### src/rtl/tone_player.sv
// tone_player: square-wave note/rest player taking (half-period, duration) commands over valid/ready.
// Optional TONE_PLAYER_QUEUE_EN adds a one-entry pending slot so back-to-back notes play gaplessly.
module tone_player #(
  parameter int DIV_W    = 16,
  parameter int DUR_W    = 16,
  parameter int TICK_DIV = 100000
) (
  input  logic             clk,
  input  logic             rst,
  input  logic             cmd_valid,
  output logic             cmd_ready,
  input  logic [DIV_W-1:0] cmd_half_period,
  input  logic [DUR_W-1:0] cmd_duration,
  output logic             speaker,
  output logic             busy,
  output logic             done
);
  localparam int PRE_W = (TICK_DIV > 1) ? $clog2(TICK_DIV) : 1;
  localparam logic [PRE_W-1:0] PRE_LAST = PRE_W'(TICK_DIV - 1);

  typedef enum logic {IDLE, PLAY} state_t;
  state_t state;

  logic [DIV_W-1:0] half_period;
  logic [DIV_W-1:0] phase;
  logic [DUR_W-1:0] duration;
  logic [DUR_W-1:0] ticks;
  logic [PRE_W-1:0] prescale;
  logic [DUR_W-1:0] cmd_dur_eff;
  logic             accept;
  logic             note_end;

`ifdef TONE_PLAYER_QUEUE_EN
  logic             pend_vld;
  logic [DIV_W-1:0] pend_hp;
  logic [DUR_W-1:0] pend_dur;
`endif

  assign accept      = cmd_valid && cmd_ready;
  assign cmd_dur_eff = (cmd_duration == '0) ? DUR_W'(1) : cmd_duration;
  assign note_end    = (state == PLAY) && (prescale == PRE_LAST) &&
                       (ticks == duration - DUR_W'(1));
  // decoded purely from registered counters, so done never depends on inputs
  assign done        = note_end;

  always_ff @(posedge clk) begin
    if (rst) begin
      state       <= IDLE;
      speaker     <= 1'b0;
      busy        <= 1'b0;
      cmd_ready   <= 1'b1;
      half_period <= '0;
      phase       <= '0;
      duration    <= '0;
      ticks       <= '0;
      prescale    <= '0;
`ifdef TONE_PLAYER_QUEUE_EN
      pend_vld    <= 1'b0;
      pend_hp     <= '0;
      pend_dur    <= '0;
`endif
    end else if (state == IDLE) begin
      if (accept) begin
        state       <= PLAY;
        busy        <= 1'b1;
        half_period <= cmd_half_period;
        duration    <= cmd_dur_eff;
        phase       <= '0;
        ticks       <= '0;
        prescale    <= '0;
`ifndef TONE_PLAYER_QUEUE_EN
        cmd_ready   <= 1'b0;
`endif
      end
    end else if (note_end) begin
      phase    <= '0;
      ticks    <= '0;
      prescale <= '0;
`ifdef TONE_PLAYER_QUEUE_EN
      // a follow-on tone inherits the current speaker level; a rest forces it low
      if (pend_vld) begin
        half_period <= pend_hp;
        duration    <= pend_dur;
        pend_vld    <= 1'b0;
        cmd_ready   <= 1'b1;
        if (pend_hp == '0) speaker <= 1'b0;
      end else if (accept) begin
        half_period <= cmd_half_period;
        duration    <= cmd_dur_eff;
        if (cmd_half_period == '0) speaker <= 1'b0;
      end else begin
        state   <= IDLE;
        busy    <= 1'b0;
        speaker <= 1'b0;
      end
`else
      state     <= IDLE;
      busy      <= 1'b0;
      speaker   <= 1'b0;
      cmd_ready <= 1'b1;
`endif
    end else begin
      if (half_period != '0) begin
        if (phase == half_period - DIV_W'(1)) begin
          phase   <= '0;
          speaker <= ~speaker;
        end else begin
          phase <= phase + DIV_W'(1);
        end
      end
      if (prescale == PRE_LAST) begin
        prescale <= '0;
        ticks    <= ticks + DUR_W'(1);
      end else begin
        prescale <= prescale + PRE_W'(1);
      end
`ifdef TONE_PLAYER_QUEUE_EN
      if (accept) begin
        pend_vld  <= 1'b1;
        pend_hp   <= cmd_half_period;
        pend_dur  <= cmd_dur_eff;
        cmd_ready <= 1'b0;
      end
`endif
    end
  end
endmodule

### config.mk
export PLATFORM = sky130hd
export DESIGN_NAME = tone_player
export DESIGN_NICKNAME = d
export VERILOG_FILES = /design/src/rtl/tone_player.sv
export SDC_FILE = /design/constraint.sdc
export NUM_CORES = 1
export LEC_CHECK = 0
export CAP_MARGIN = 10
export CORE_ASPECT_RATIO = 1.1
export CORE_MARGIN = 3
export CORE_UTILIZATION = 59
export CTS_CLUSTER_SIZE = 28
export DETAILED_ROUTE_END_ITERATION = 8
export PLACE_DENSITY = 0.8
export SLEW_MARGIN = 20
export SYNTH_ARGS = -nofsm -noshare
export SYNTH_HDL_FRONTEND = slang
export SYNTH_SLANG_ARGS = --single-unit
### constraint.sdc
create_clock -name clk -period 3.4 [get_ports clk]
set_input_delay 0.68 -clock clk [delete_from_list [all_inputs] [get_ports clk]]
set_output_delay 0.68 -clock clk [all_outputs]
set_load 0.02 [all_outputs]
==> run_1/m1.png <==
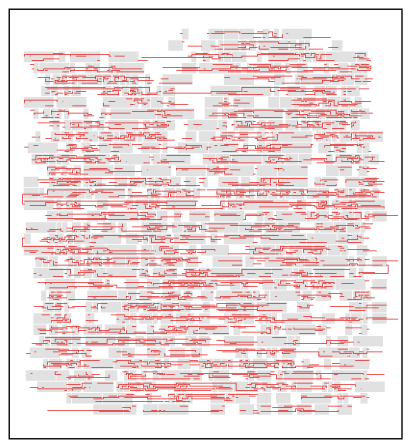
The layer carries 5610 um of wire. The layer holds 45% of the routed length. 669 nets have wire on it. The longest straight run is 41.4 um.

==> run_1/m2.png <==
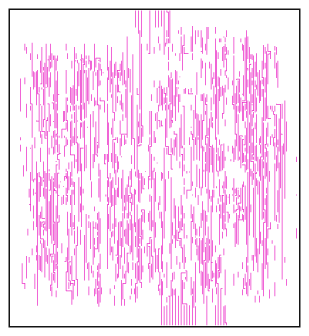
The layer holds 49% of the routed length. 610 nets have wire on it. The longest straight run is 43.2 um. The layer carries 6060 um of wire. The wires run mostly vertical.

==> run_1/m3.png <==
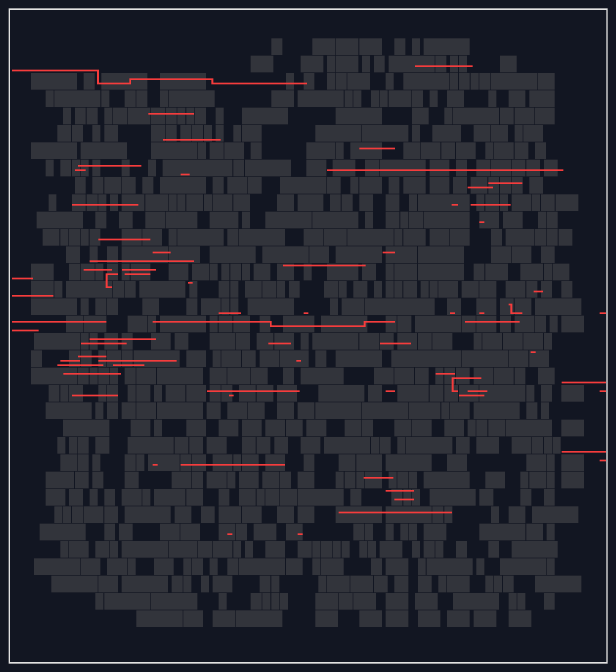
53 nets have wire on it. The layer holds 3.7% of the routed length. The longest straight run is 36.8 um. The wires run mostly horizontal.

==> run_1/m4.png <==
The bar under the picture is 20 um long.
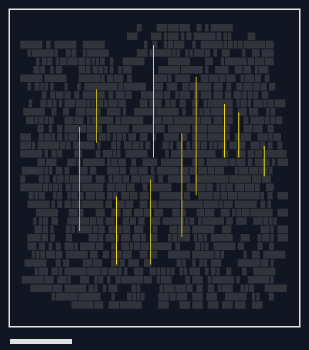
The layer carries 248 um of wire. The longest straight run is 38.1 um. The wires run mostly vertical. The layer holds 2.0% of the routed length.

==> reports/metrics.yaml, run 1 <==
yosys:
  top_cell_area_share_pct: 34.2
  synth.avg_cell_area_um2: 7.81
  top_logic_kind: "simple AND/OR/NAND/NOR gates"
  xor_share_pct: 8.73
place:
  place.detailed.hpwl_um: 8970
sta:
  timing.final.crit_period_ps: 3270
  rsz0062_at_grt: "false"
floorplanning:
  die_x_um: 93.6
  pin_count: 39
  die_h_um: 102
pwr:
  internal_power_w: 0.00175
  power_switching_share_pct: 28.5
  ir_drop_mv: 0.241
  leakage_nw: 2.24
global_routing:
  gr-usage-met3_pct: 3.24
  grt-ovfl-total: 0
  grt_first_pass_wirelength_um: 20500
  busiest_layer: "met2"
cells_and_area:
  top_register: "prescale"
  design_area_um2: 5760
  fin_util_pct: 71.6
  comb_area_um2: 3090
critical_path:
  required_ps: 2720
  critical_path_class: "flop to primary output"
flow_run:
  warnings: 26
route:
  dr_wl_met3_um: 459
  vias: 4808
cts:
  clkTransAtPathRegs_ps: 80
  tritoncts: "done"
outcome:
  status: "finished clean"
min_path:
  hold_end: "duration[15]$_SDFFE_PP0P_"
==> run 2, diff against run 1 <==
Settings changed: CAP_MARGIN 10 to unset.
==> run 2 against run 1 <==
  * Power stayed put
  * Non-clock buffer count unchanged
  * Synthesized area stayed put
  * Clock skew stayed put
  * Fmax unchanged
  * Global-route usage is the same
  * Sequential power barely moved
  * Synthesized cell count did not move
  * Utilization stayed put
  * Largest cell class unchanged
  * Largest power group unchanged
  * Highest routed layer unchanged
==> reports/metrics.yaml, run 2 <==
pwr:
  ir_drop_mv: 0.241  # unchanged
  power_switching_share_pct: 28.5  # unchanged
  comb_power_share_pct: 21.6  # about the same
  leakage_nw: 2.24  # unchanged
  internal_power_w: 0.00175  # unchanged
cts:
  clkTransAtPathRegs_ps: 80  # about the same
  cts.sinks: 85  # unchanged
min_path:
  hold_end: "duration[15]$_SDFFE_PP0P_"  # unchanged
sta:
  timing.final.crit_period_ps: 3270  # unchanged
outcome:
  status: "finished clean"  # unchanged
global_routing:
  grt-ovfl-total: 0  # unchanged
  grt_first_pass_wirelength_um: 20500  # unchanged
yosys:
  xor_share_pct: 8.73  # unchanged
  top_logic_kind: "simple AND/OR/NAND/NOR gates"  # unchanged
  ys_dominant_reg_cell: "dfxtp_1"  # unchanged
  top_cell_area_share_pct: 34.2  # unchanged
  synth.avg_cell_area_um2: 7.81  # unchanged
route:
  dr_wl_met3_um: 459  # unchanged
  wl_met1_um: 5610  # unchanged
floorplanning:
  die_x_um: 93.6  # unchanged
  pin_count: 39  # unchanged
  die_h_um: 102  # unchanged
place:
  place.detailed.hpwl_um: 8970  # unchanged
  place_inst: 774  # unchanged
critical_path:
  critical_path_class: "flop to primary output"  # unchanged
flow_run:
  warnings: 26  # unchanged
cells_and_area:
  top_register: "prescale"  # unchanged
==> run_2/congestion_map.png <==
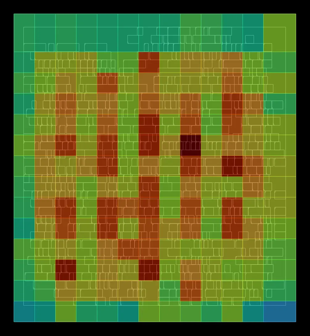
M2 GR Usage: 44.9%
fin util: 71.6%
met1 usage: 34.7%
Avg WL per Cell: 15.7 um
met3 Use GR: 3.24%

==> run_2/m1.png <==
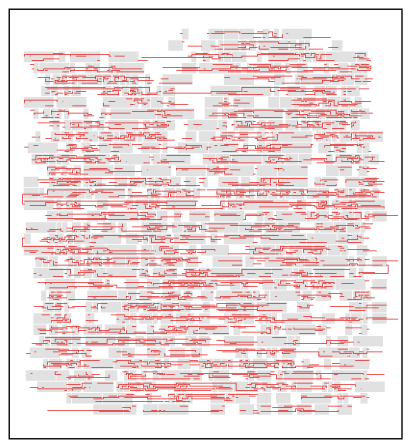
The layer holds 45% of the routed length. The wires run mostly horizontal. 669 nets have wire on it. The longest straight run is 41.4 um. The layer carries 5610 um of wire.

==> run 3, diff against run 2 <==
Settings changed: CORE_MARGIN 3 to unset, HOLD_SLACK_MARGIN set to 0.03.
==> run 3 against run 2 <==
  * Count of clock-buffer cells in the layout increased by 4
  * Wire length about the same
  * Synthesized cell count unchanged
  * Combinational power decreased by 2%
  * Sequential share of layout area increased by 0.32 points
  * Register-to-register slack got worse by 170 ps
  * Sequential power about the same
  * Flip-flop count unchanged
  * Utilization decreased by 0.76 points
  * Critical path depth unchanged
==> reports/metrics.yaml, run 3 <==
yosys:
  top_logic_kind: "simple AND/OR/NAND/NOR gates"  # unchanged
  top_cell_area_share_pct: 34.2  # unchanged
  xor_share_pct: 8.73  # unchanged
  synth.avg_cell_area_um2: 7.81  # unchanged
  ys_dominant_reg_cell: "dfxtp_1"  # unchanged
critical_path:
  critical_path_class: "flop to primary output"  # unchanged
  required_ps: 2720  # about the same
global_routing:
  grt_first_pass_wirelength_um: 20000  # was 20500 um
  grt-ovfl-total: 0  # unchanged
  gr-usage-met3_pct: 4.73  # was 3.24%
  grt_util_met1_pct: 37.1  # was 34.7%
  busiest_layer: "met2"  # unchanged
route:
  wl_met1_um: 5560  # was 5610 um
  vias: 4822  # was 4808
pwr:
  internal_power_w: 0.00166  # was 0.00175 W
  ir_drop_mv: 0.245  # was 0.241 mV
cts:
  clkTransAtPathRegs_ps: 90  # was 80 ps
cells_and_area:
  comb_area_um2: 3080  # was 3090 um2
  fin_util_pct: 70.9  # was 71.6%
sta:
  rsz0062_at_grt: "false"  # unchanged
place:
  place.detailed.hpwl_um: 9120  # was 8970 um
floorplanning:
  die_h_um: 98.3  # was 102 um
  pin_count: 39  # unchanged
min_path:
  hold_end: "duration[15]$_SDFFE_PP0P_"  # unchanged
flow_run:
  warnings: 26  # unchanged
outcome:
  status: "finished clean"  # unchanged
==> run_3/m3.png <==
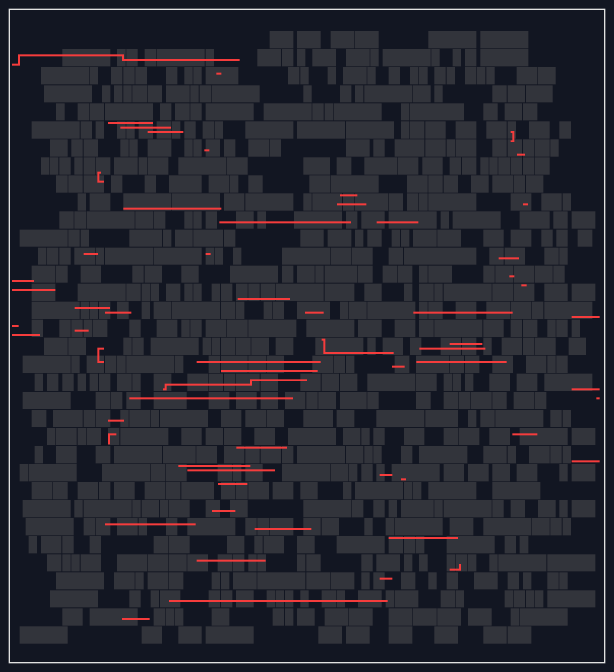
The layer carries 429 um of wire. The layer holds 3.5% of the routed length. The wires run mostly horizontal. The longest straight run is 32.7 um.

==> run_3/m1.png <==
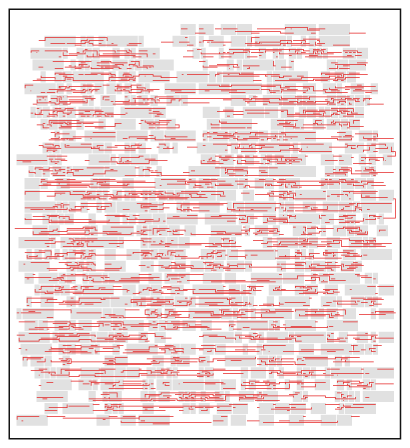
The wires run mostly horizontal. The layer carries 5560 um of wire. The layer holds 45% of the routed length. The longest straight run is 25.8 um.

No activity file was given, so power comes from the tool's default toggle rates.
